--- config.mk ---
export PLATFORM = sky130hd
export DESIGN_NAME = bulk_pipe_ctrl
export DESIGN_NICKNAME = d
export VERILOG_FILES = /design/src/rtl/bulk_pipe_pkg.sv /design/src/rtl/bulk_pipe_stage.sv /design/src/rtl/bulk_pipe_ctrl.sv
export SDC_FILE = /design/constraint.sdc
export NUM_CORES = 1
export LEC_CHECK = 0
export ABC_AREA = 1
export CAP_MARGIN = 20
export CORE_ASPECT_RATIO = 1.5
export CORE_MARGIN = 8
export CORE_UTILIZATION = 50
export DETAILED_ROUTE_END_ITERATION = 8
export PLACE_DENSITY = 0.9
export REMOVE_ABC_BUFFERS = 1
export SKIP_CTS_REPAIR_TIMING = 1
export SYNTH_ARGS = -nofsm -noshare
export SYNTH_HDL_FRONTEND = slang
export SYNTH_SLANG_ARGS = --single-unit
--- constraint.sdc ---
create_clock -name clock -period 1.8 [get_ports clock]
set_clock_uncertainty 0.15 [all_clocks]
set_input_delay 0.27 -clock clock [delete_from_list [all_inputs] [get_ports clock]]
set_output_delay 0.27 -clock clock [all_outputs]
set_load 0.1 [all_outputs]
--- src/rtl/bulk_pipe_pkg.sv ---
// Shared types and defaults for the bulk value/enable pipeline controller.
package bulk_pipe_pkg;

  localparam int DEF_WIDTH       = 16;
  localparam int DEF_STAGES      = 3;
  localparam int DEF_STUCK_LIMIT = 8;

  typedef enum logic [1:0] {
    RUN   = 2'd0,
    HOLD  = 2'd1,
    STUCK = 2'd2
  } state_e;

  typedef struct packed {
    logic [DEF_WIDTH-1:0] value;
    logic                 enable;
  } stage_t;

endpackage

--- src/rtl/bulk_pipe_stage.sv ---
// One {value, enable} stage register; clear and reset both empty the stage.
module bulk_pipe_stage #(
  parameter int WIDTH = 16
) (
  input  logic             clock,
  input  logic             reset,
  input  logic             load,
  input  logic             clear,
  input  logic [WIDTH-1:0] d_value,
  input  logic             d_enable,
  output logic [WIDTH-1:0] q_value,
  output logic             q_enable
);

  always_ff @(posedge clock) begin
    if (reset || clear) begin
      q_value  <= '0;
      q_enable <= 1'b0;
    end else if (load) begin
      q_value  <= d_value;
      q_enable <= d_enable;
    end
  end

endmodule

--- src/rtl/bulk_pipe_ctrl.sv ---
// STAGES-deep registered value/enable pipeline with coherent stall/clear and a
// stall watchdog. Define BULK_PIPE_BUBBLE_COLLAPSE_EN to let bubbles squeeze out
// while the last stage is stalled.
module bulk_pipe_ctrl
  import bulk_pipe_pkg::*;
#(
  parameter int WIDTH       = DEF_WIDTH,
  parameter int STAGES      = DEF_STAGES,
  parameter int STUCK_LIMIT = DEF_STUCK_LIMIT,
  localparam int OCC_W      = $clog2(STAGES + 1)
) (
  input  logic             clock,
  input  logic             reset,
  input  logic             ctrl_stall,
  input  logic             ctrl_clear,
  output logic             ctrl_stuck,
  input  logic [WIDTH-1:0] in_value,
  input  logic             in_enable,
  output logic             in_ready,
  output logic [WIDTH-1:0] out_value,
  output logic             out_enable,
  output logic [OCC_W-1:0] occupancy,
  output logic [1:0]       state
);

  localparam int CNT_W = $clog2(STUCK_LIMIT + 1);

  logic [WIDTH-1:0]  d_value [STAGES];
  logic [WIDTH-1:0]  q_value [STAGES];
  logic [STAGES-1:0] d_enable;
  logic [STAGES-1:0] q_enable;
  logic [STAGES-1:0] load;
  logic              blocked;

  logic [CNT_W-1:0]  cnt_q, cnt_d;
  state_e            state_q, state_d;
  logic              stuck_q;

  always_comb begin
    d_value[0]  = in_value;
    d_enable[0] = in_enable;
    for (int i = 1; i < STAGES; i++) begin
      d_value[i]  = q_value[i-1];
      d_enable[i] = q_enable[i-1];
    end
  end

  for (genvar g = 0; g < STAGES; g++) begin : g_stage
    bulk_pipe_stage #(.WIDTH(WIDTH)) u_stage (
      .clock    (clock),
      .reset    (reset),
      .load     (load[g]),
      .clear    (ctrl_clear),
      .d_value  (d_value[g]),
      .d_enable (d_enable[g]),
      .q_value  (q_value[g]),
      .q_enable (q_enable[g])
    );
  end

  always_comb begin
    occupancy = '0;
    for (int i = 0; i < STAGES; i++) begin
      occupancy = occupancy + OCC_W'(q_enable[i]);
    end
  end

`ifdef BULK_PIPE_BUBBLE_COLLAPSE_EN
  // Walk from the held last stage toward stage 0: a stage advances when its
  // successor is empty or is itself advancing.
  always_comb begin
    logic move;
    load = '1;
    move = 1'b0;
    if (ctrl_stall) begin
      for (int i = STAGES - 1; i >= 1; i--) begin
        move    = !q_enable[i] || move;
        load[i] = move;
      end
      load[0] = !q_enable[0] || move;
    end
  end

  assign in_ready = !ctrl_clear && load[0];
  assign blocked  = ctrl_stall && !ctrl_clear && (occupancy == OCC_W'(STAGES));
`else
  assign load     = {STAGES{!ctrl_stall}};
  assign in_ready = !ctrl_stall && !ctrl_clear;
  assign blocked  = ctrl_stall && !ctrl_clear && (occupancy != '0);
`endif

  always_comb begin
    cnt_d   = '0;
    state_d = RUN;
    if (blocked) begin
      cnt_d   = (cnt_q == CNT_W'(STUCK_LIMIT)) ? cnt_q : cnt_q + CNT_W'(1);
      state_d = (cnt_d == CNT_W'(STUCK_LIMIT)) ? STUCK : HOLD;
    end
  end

  always_ff @(posedge clock) begin
    if (reset) begin
      cnt_q   <= '0;
      state_q <= RUN;
      stuck_q <= 1'b0;
    end else begin
      cnt_q   <= cnt_d;
      state_q <= state_d;
      stuck_q <= (state_d == STUCK);
    end
  end

  assign ctrl_stuck = stuck_q;
  assign state      = state_q;
  assign out_value  = q_value[STAGES-1];
  assign out_enable = q_enable[STAGES-1];

endmodule
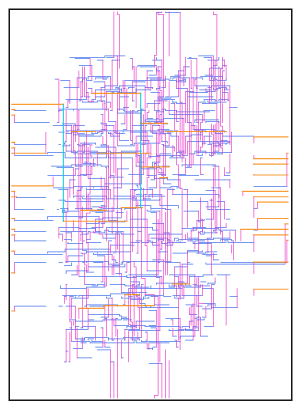
**Above:** run 1 (signal wires by layer).
(4 px per um)
Magenta stands for met2, wire length 2410 um. Blue stands for met1, wire length 2030 um. Cyan stands for met4, wire length 57.8 um. Orange stands for met3, wire length 265 um.

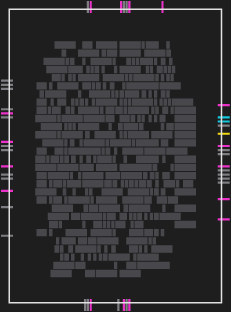
**Above:** run 1 (pin map).
(3 px per um) Pins as bars across the die edge, other pins in grey.
Yellow stands for out_enable, pins 1, direction output, edge east. Magenta stands for out_value, pins 16, direction output, edge 5 east, 4 west, 4 north, 3 south. Cyan stands for state, pins 2, direction output, edge east.
die boundary width: 70.23 um
height of the die: 97.35 um

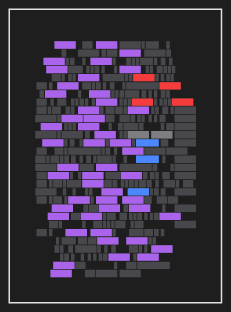
**Above:** run 1 (sequential cells coloured by netlist name).
(3 px per um) Other sequential cells in the stronger grey, the rest of the logic in the fainter grey.
Blue stands for g_stage.u_stage.q_enable, sequential cells 3. Purple stands for g_stage.u_stage.q_value, sequential cells 48. Red stands for cnt_q, sequential cells 4.
Another 2 sequential cells are not coloured.

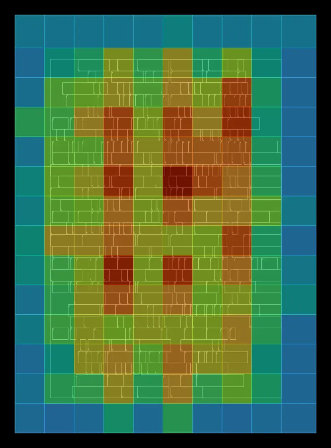
**Above:** run 1 (routing congestion).
total routing resource utilization after global routing: 14.43%
Post-Route Utilization: 73.86%

run 1: worst min-delay path by stage:
stage,endpoint,slack (ps),depth (start not counted)
2_1_floorplan,g_stage[0].u_stage.q_enable,210,1
3_3_place_gp,g_stage[1].u_stage.q_value[1],290,2
3_5_place_dp,g_stage[1].u_stage.q_value[1],300,2
4_1_cts,g_stage[1].u_stage.q_value[10],150,3
5_1_grt,g_stage[0].u_stage.q_value[7],170,3
6_report,g_stage[1].u_stage.q_value[10],160,3
run 1: worst max-delay path: cells and delay by family (launching register included):
kind | cells | cell delay [ps]
adder cells (fa/ha/maj) | 1 | 540
flip-flops | 1 | 340
buffers and inverters | 3 | 260
run 1: cells by family (layout without fill, tap and decap cells):
kind of cell	count (synthesis)	in the layout
AND-OR/OR-AND	56	56
adder cells (fa/ha/maj)	3	3
buffers and inverters	30	80
flip-flops	57	57
AND/OR/NAND/NOR	127	127
run 1: where the power goes:
group / switching (uW) / internal, uW
Combinational: 138 / 94.6
Sequential: 10.4 / 1280
Clock: 498 / 1060
run 1: area by class of cell:
type	instances	area, sq um	area share [%]
flip-flops and latches	57	1144	36.47
multi-input cells	186	899.6	28.69
repair buffers	51	728.2	23.22
clock inverters	6	130.1	4.150
clock buffers	10	127.6	4.070
well taps	46	57.56	1.836
inverters	13	48.80	1.556
run 1: sequential cells by signal (all words and copies together) (netlist names):
| name | flops |
|---|---|
| g_stage.u_stage.q_value | 48 |
| cnt_q | 4 |
| g_stage.u_stage.q_enable | 3 |
| state | 2 |
run 1: metal layers:
| metal | wire (um) | up-vias | track usage (%) |
|---|---|---|---|
| met5 | 0 | - | 0 |
| met3 | 264 | 6 | 5.419 |
| li1 | - | 954 | - |
| met2 | 2411 | 52 | 24.48 |
| met1 | 2030 | 876 | 15.34 |
| met4 | 57 | 0 | 6.366 |
run 1: synthesized netlist by cell type:
cell type                  count  area, sq um
sky130_fd_sc_hd__dfxtp_1      57         1141
sky130_fd_sc_hd__buf_4         6        45.04
sky130_fd_sc_hd__nor2_1        9        33.78
sky130_fd_sc_hd__fa_1          1        20.02
sky130_fd_sc_hd__buf_2         6        30.03
sky130_fd_sc_hd__nor2_4        1        11.26
sky130_fd_sc_hd__nand4_1       3        18.77
sky130_fd_sc_hd__o21ai_0       3        15.01
sky130_fd_sc_hd__clkbuf_1      1        3.750
sky130_fd_sc_hd__nand3_1       4        20.02
sky130_fd_sc_hd__inv_1        11        41.29
sky130_fd_sc_hd__ha_1          2        25.02
sky130_fd_sc_hd__buf_1         1        3.750
sky130_fd_sc_hd__inv_2         2        7.510
sky130_fd_sc_hd__o211ai_1      1        7.510
sky130_fd_sc_hd__buf_6         3        33.78
sky130_fd_sc_hd__a21oi_1      32        160.2
sky130_fd_sc_hd__nand2_1     110        412.9
sky130_fd_sc_hd__a21oi_2      20        175.2
run 1: metrics by stage:
step	cells	area, sq um	util, %	worst slack, ps	total power, uW
2_1_floorplan	256	2090	-	-1100	1427
3_3_place_gp	353	2875	67.73	157.2	1545
3_5_place_dp	353	2875	67.73	133.8	1549
4_1_cts	369	3133	73.80	-167.6	3090
5_1_grt	369	3136	73.86	-142.9	3180
6_report	369	3136	73.86	-93.44	3077
==> run notes, run 1 <==
Summary of the current implementation state.

- The number of antenna violations at the first check in global routing is 0.
- The cell-mix breakdown from Yosys lists the compound-gate area share as 16.22%.
- Data arrives at the worst endpoint at 1470 ps.
- For this run, the post-layout net count is 342.
- The worst-case reg-to-reg setup slack stands at 150 ps.
- The worst pin sits at a relative slew slack of 74.14%.
- Per the timing report, the most critical flop-to-flop path finishes at cnt_q[0].
- The most prevalent standard cell on the critical path is sky130_fd_sc_hd__inv_2, for reference.
- The number of maximum-capacitance constraint violations is 0, for reference.
- The final reports fail on negative setup slack.
- The proportion of layout cells with a drive suffix above 1 is 23.22%, for reference.
- Warnings reported by Yosys during synthesis add up to 0.
- The via count of the first global-routing pass is 1943, for reference.
- OpenROAD emitted warnings numbering 27.
- The cell-mix breakdown from Yosys lists the simple-gate area share as 22.52%.
- The mapped netlist covers 0.002206 sq mm.
- The peak ir drop on the vdd network is 0.8846 mV, for reference.
- The source of the critical timing path is g_stage[1].u_stage.q_enable, for reference.
- The final layout reports a setup TNS of -121.9 ps.
- As reported, the later end of the worst-skew pair has a clock insertion delay of 330 ps.
- The routability congestion estimate from global placement is 0.7717, for reference.
- The H-tree depth is 3, for reference.
- The estimated wirelength of the detail-placed design is 3076 um, for reference.
- In this run, synthesis produced a sequential element count of 57.
- Clock-pin slew was measured on the worst setup and hold paths at 70 ps.
- STA lists the maximum fanout along the critical path as 2.
- The flow ran to the end, but the final reports show violations.
- The clock net sink count is 57, for reference.
- STA classifies the critical path endpoint as an output port.
- The die covers 0.006837 sq mm.
- The antenna diode count is 0, for reference.
- The aggregate routed wire length is 4764 um, for reference.
- The core area is 0.004245 sq mm, for reference.
- The slowest stage cell on the critical path is sky130_fd_sc_hd__fa_1, for reference.
- The post-synthesis xor/xnor area fraction is 0%, for reference.
- The number of buffers inserted during clock tree synthesis is 9, for reference.
- From synthesis to final layout, the design area changed by 42.14%.
- The worst flop-to-flop path startpoint is g_stage[1].u_stage.q_enable, for reference.
- The fmax is 528.1 MHz, for reference.
- The floorplan utilization is 51.96%, for reference.
- In this run the remaining antenna-violating nets after routing total 0.
- In the layout the commonest cells are 110 x sky130_fd_sc_hd__nand2_1, 55 x sky130_fd_sc_hd__dfxtp_1, 32 x sky130_fd_sc_hd__a21oi_1.
- For the worst setup path, the data required time is 1380 ps.
- In the synthesized netlist, the dominant kind of combinational cell is simple AND/OR/NAND/NOR gates.
- The number of buffers on the longest clock path is 2, for reference.
- Synthesis produced 273 cells.
- The first global-routing pass estimated 8245 um of wire.
- In the log, the iteration count for the first detailed-route pass is 4.
- Yosys reports a chip area of 0.002206 sq mm.
- The multiplexer fraction of the synthesized cell area is 0%, for reference.
- Per the summary, power density relative to cell area is 981.3 mW/mm^2.
- The transition time recorded at the tightest slew-check pin is 387.8 ps.
- The worst hold slack is 163.3 ps, for reference.
- After synthesis, the design contains 273 cells according to Yosys.
- Summing over every cut layer, the via total after detailed routing is 1888.
- The final setup violation count is 2, for reference.
- OpenROAD reports that the post-layout worst path occupies 105.2% of the period.
- The count of endpoints failing hold in the final timing report is 0, for reference.
- The count of boundary I/O pins is 44, for reference.
- The maximum number of pins on one net before global-route repair is 34, for reference.
- Per the hold report, the tightest min-delay path originates at ctrl_stall.
- The adder-cell share of the synthesized area is 2.042%, for reference.
- In this run the critical path is formed by inv_2 > fa_1 > inv_2 > buf_12.
- Per the placement log, port buffering inserted 43 buffers.
- The worst setup path endpoint is occupancy[0], for reference.
- In the routed design, unresolved DRC markers number 0.
- Looking at the setup timing report, the critical path kind is reg -> out.
- The max-slew violation total from the final report is 0, for reference.
- After layout, the worst setup slack is -93.44 ps.
- TritonCTS built the clock tree.
- The worst register-to-register path depth is 6.
- The top logic cell by instance count in the layout is sky130_fd_sc_hd__nand2_1, for reference.
- The placement row count is 29, for reference.
- The count of fill cells added during filler insertion is 301, for reference.
- The analysis attributes to cell leakage a power of 0.001122 uW.
- The startpoint kind of the worst setup timing path is a flip-flop, for reference.
- The class of the worst hold path is in -> reg, for reference.
- The register share after synthesis is 51.73%, for reference.
- The average wire per cell in the routed design is 12.91 um, for reference.
- The average cell area after synthesis is 8.080 sq um, for reference.
- CTS placed an instance of sky130_fd_sc_hd__clkbuf_8 at the clock tree root.
- The routed design shows a via density per instance of 5.117.
- The biggest cell delay along the critical path is 540 ps, for reference.
- The final period demand of the worst path is 1893 ps, for reference.
- The total overflow reported by the global router is 0, for reference.
- Setup repair after global routing could not meet its margin everywhere.
- Detailed-route iteration 0 reported a violation count of 122.
- The netlist uses 19 different library cells.
**Run 1: I/O nets highlighted**

(4 px per um)
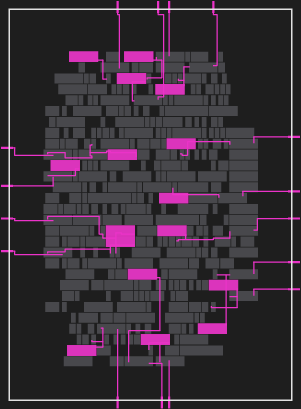

==> run 1 -> run 2 <==
--- a/config.mk
+++ b/config.mk
@@ -8,10 +8,9 @@
 export ABC_AREA = 1
 export CAP_MARGIN = 20
 export CORE_ASPECT_RATIO = 1.5
-export CORE_MARGIN = 8
-export CORE_UTILIZATION = 50
+export CORE_UTILIZATION = 40
 export DETAILED_ROUTE_END_ITERATION = 8
-export PLACE_DENSITY = 0.9
+export PLACE_DENSITY = 0.77
 export REMOVE_ABC_BUFFERS = 1
 export SKIP_CTS_REPAIR_TIMING = 1
 export SYNTH_ARGS = -nofsm -noshare
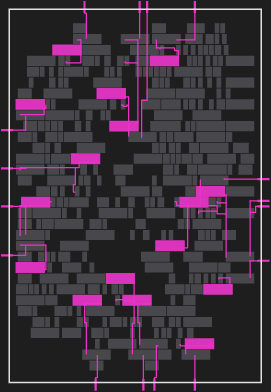
**Above:** run 2 (I/O nets highlighted).
(4 px per um)
Magenta stands for out_value, direction output, edge 4 east, 4 south, 4 west, 4 north, end cells 16, buffers 16, wire 406 um.

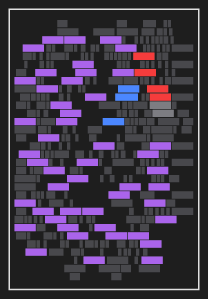
**Above:** run 2 (sequential cells coloured by netlist name).
(3 px per um) Other sequential cells in the stronger grey, the rest of the logic in the fainter grey.
Red stands for cnt_q, sequential cells 4, where north-east. Purple stands for g_stage.u_stage.q_value, sequential cells 48, where widely spread. Blue stands for g_stage.u_stage.q_enable, sequential cells 3.
Another 2 sequential cells are not coloured.
sequential cell area in the final layout: 0.001142 sq mm
flop share of the area: 36.78%
Post-Route Utilization: 59.66%
power consumed by sequential cells: 1290 uW

==> run notes, run 2 <==
Summary of the current implementation state.

- Power spread over the standard cell area amounts to 824.5 mW/mm^2.
- The die height is 92.95 um, for reference.
- The root cell of the clock tree is sky130_fd_sc_hd__clkbuf_8, for reference.
- The run finished, with violations left.
- Post-synthesis, Yosys gives the total cell area as 0.002206 sq mm.
- Note, the detailed placer reported a final HPWL of 2881 um.
- The worst setup path is launched from a flip-flop.
- The largest fanout on the critical path is 2, for reference.
- The script parses the final routing iteration and logs DRC violations as 0.
- The final period demand of the worst path is 1908 ps, for reference.
- The count of warnings emitted by yosys is 0, for reference.
- The count of endpoints failing hold in the final timing report is 0, for reference.
- Per the gpl log, the routability congestion estimate is 0.7215.
- For reference, the top cells by count after synthesis are 110 x sky130_fd_sc_hd__nand2_1, 57 x sky130_fd_sc_hd__dfxtp_1, 32 x sky130_fd_sc_hd__a21oi_1, 20 x sky130_fd_sc_hd__a21oi_2, 11 x sky130_fd_sc_hd__inv_1.
- The summed instance area of the synthesized netlist is 0.002206 sq mm, for reference.
- The number of placed instances, taps included, is 374.
- The final worst-path setup slack is -108.4 ps, for reference.
- The number of buffers on the longest clock path is 2, for reference.
- According to the floorplan report, the die width is 62.64 um.
- The antenna diode count is 0, for reference.
- The checks that failed: negative setup slack.
- The peak ir drop on the vdd network is 0.5762 mV, for reference.
- The slowest stage cell on the critical path is sky130_fd_sc_hd__fa_1, for reference.
- Summing over the stages, the warning tally comes to 27.
- CTS saw 57 sinks.
- The sequential fraction of design power is 50.4%, for reference.
- Among all flip-flop cells after synthesis, the most frequent one is sky130_fd_sc_hd__dfxtp_1.
- In the final layout, the registers with the most flip-flops are g_stage.u_stage.q_value: 48 flops, cnt_q: 4 flops, g_stage.u_stage.q_enable: 3 flops.
- The placement row count is 32, for reference.
- The first global-routing pass estimated 6927 um of wire.
- The fraction of post-synthesis cell area in the top cell type by area is 51.73%, for reference.
- The total of buffers placed on input and output ports is 43, for reference.
- The leakage power is 0.001100 uW, for reference.
- The number of maximum-capacitance constraint violations is 0, for reference.
- In the setup report, the worst path falls into the class reg -> out.
- The top logic cell by instance count in the layout is sky130_fd_sc_hd__nand2_1, for reference.
- Setup repair after global routing could not meet its margin everywhere.
- The average cell area after synthesis is 8.080 sq um, for reference.
- In this design, the critical path's most frequently occurring cell is sky130_fd_sc_hd__inv_2.
- The count of boundary I/O pins is 44, for reference.
- The synthesized design contains 0 enable-type register cells.
- Prior to clock tree synthesis, the placed netlist has a worst setup slack of 154.2 ps.
- The total overflow reported by the global router is 0, for reference.
- The H-tree depth is 3, for reference.
- After layout, the worst path uses 106.0% of the clock period.
- Setup total negative slack on the finished layout was measured at -119.4 ps.
- The flow reports an fmax of 524.0 MHz.
- For this run, the register share of the synthesized area comes to 51.73%.
- After synthesis, the design contains 273 cells according to Yosys.
- The arrival time of the worst setup path is 1490 ps, for reference.
- The class of the worst hold path is in -> reg, for reference.
- Detailed placement reports a standard cell area of 0.002908 sq mm.
- The via count of the first global-routing pass is 1674.
- The synthesis report gives the async set-or-reset register share as 0%.
- The required time at the worst endpoint is listed as 1380 ps.
- The worst setup path is captured at an output port.
- The library cells used most frequently in the layout, excluding fill and tap cells, are 110 x sky130_fd_sc_hd__nand2_1, 56 x sky130_fd_sc_hd__dfxtp_1, 32 x sky130_fd_sc_hd__a21oi_1.
- The final setup violation count is 2, for reference.
- The biggest cell delay along the critical path is 560 ps, for reference.
- The CTS tree is built, for reference.
- The gate count after technology mapping is 273, for reference.
- After synthesis, the cell types taking the most area are sky130_fd_sc_hd__dfxtp_1 52%, sky130_fd_sc_hd__nand2_1 19%, sky130_fd_sc_hd__a21oi_2 7.9%, sky130_fd_sc_hd__a21oi_1 7.3%, sky130_fd_sc_hd__buf_4 2.0%.
- The final net count is 344, for reference.
- For this run the top cell type by instance count after synthesis was sky130_fd_sc_hd__nand2_1.
- The number of buffers and inverters on the critical path is 3, for reference.
- The register with the most flip-flops in the layout has 48 of them.
- The registers of the reported paths see a clock transition of 60 ps.
- The max-slew violation total from the final report is 0, for reference.
- The most flop-heavy register is g_stage.u_stage.q_value, for reference.
- The growth of design area from synthesis to finish is 40.78%, for reference.
- The post-route netlist has 23.08% of its cells at a drive strength greater than 1.
- For this configuration, the core starts out at a cell density of 42.38%.
- The final non-filler cell total is 393, for reference.
- Across all checked pins, the minimum headroom to the slew limit is 77.27%.
- Nets still carrying antenna violations after routing amount to 0.
- Grouping stages by cell kind, the critical path spends the most delay in adder cells.
- The net switching fraction of the power is 23.91%, for reference.
- According to the floorplan report, the total die area is 0.005822 sq mm.
- The initial detailed-routing violation count is 62, for reference.
- The clock reaches the later pin of the worst-skew pair after 330 ps.
- The number of antenna violations at the first check in global routing is 0.
- The detailed-route vias per instance is 4.649, for reference.
- Per STA, the worst path is made up of inv_2 > fa_1 > inv_2 > buf_12.
- In this run the power spent charging and discharging nets is 612.2 uW.
- The finished cells cover 0.003105 sq mm.
- The first-pass iteration count of the detailed router is 4, for reference.
- In this run, synthesis produced a sequential element count of 57.
- The combinational share of power is 9.4%, for reference.
- The synthesized design spends more area on one cell type than any other, namely sky130_fd_sc_hd__dfxtp_1.
- In this run, distinct cell masters in the synthesized netlist total 19.
- The core area is 0.005205 sq mm, for reference.
- The pin closest to its max-slew limit shows a slew of 341.0 ps.
- The internal power is 1948 uW, for reference.
- The share of power burned in the clock network is 40.2%, for reference.
- The number of buffers inserted during clock tree synthesis is 9, for reference.
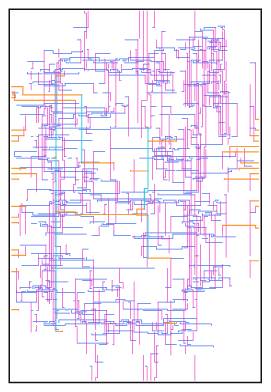
**Above:** run 2 (signal wires by layer).
(4 px per um)
Blue stands for met1, wire length 1770 um. Orange stands for met3, wire length 186 um. Magenta stands for met2, wire length 2090 um. Cyan stands for met4, wire length 113 um.
total number of vias: 1827
final routed wire length divided by cell count: 10.59 um
total routing resource utilization after global routing: 15.56%
sum of routed wire length over all layers: 4160 um

## run 2: netlist changes by cell type in the layout (fill, tap and decap cells not counted), sizes merged
cell	before	now
buf	32	34
clkbuf	10	13
clkinv	2	3
bufinv	4	0
## run 2: metrics by stage
| stage | hold slack (ps) | power (uW) |
|---|---|---|
| 3_5_place_dp | 302.3 | 1554 |
| 3_3_place_gp | 292.3 | 1550 |
| 6_report | 131.3 | 2560 |
| 2_1_floorplan | 209.4 | 1427 |
| 5_1_grt | 151.9 | 2657 |
| 4_1_cts | 131.0 | 2589 |
## run 2: final cells by class
type                       count  area (sq um)
multi-input combinational    186         899.6
clock inverter                 3         15.01
fill                         468          2100
clock buffer                  13         158.9
inverter                      13         48.80
tap                           68         85.08
timing repair buffer          53         755.7
sequential                    57          1142
## run 2: per-layer routing
| metal | wire, um | vias to the layer above | GRT usage [%] |
|---|---|---|---|
| met1 | 1767 | 815 | 15.06 |
| met3 | 186 | 12 | 4.433 |
| met2 | 2093 | 42 | 27.63 |
| met4 | 112 | 0 | 11.63 |
| li1 | - | 958 | - |
| met5 | 0 | - | 0 |
## run 2: final timing paths
kind | start | to | cells past startpoint | slack, ps
worst max-delay path | g_stage[1].u_stage.q_enable | occupancy[0] | 4 | -110
worst min-delay path | ctrl_stall | g_stage[1].u_stage.q_enable | 2 | 130
worst min register to register | g_stage[1].u_stage.q_value[10] | g_stage[2].u_stage.q_value[10] | 2 | 310
worst max register to register | g_stage[1].u_stage.q_enable | state[0] | 7 | 70
## run 2: power groups by stage
| stage | clock (uW) | sequential [uW] | combinational (uW) |
|---|---|---|---|
| after global placement | 0 | 1320 | 234 |
| after CTS | 1060 | 1290 | 237 |
| after global routing | 1110 | 1290 | 258 |
| after floorplan | 0 | 1330 | 98.6 |
| after detailed placement | 0 | 1320 | 236 |
| final | 1030 | 1290 | 240 |
## run 2: cell families (layout without fill, tap and decap cells)
logic type | Yosys count | count (layout) | synth area share [%]
AND-OR/OR-AND | 56 | 56 | 16.22
adder cells (fa/ha/maj) | 3 | 3 | 2.042
buffers and inverters | 30 | 82 | 7.487
flip-flops | 57 | 57 | 51.73
AND/OR/NAND/NOR | 127 | 127 | 22.52
Power and IR drop assume default switching activity.
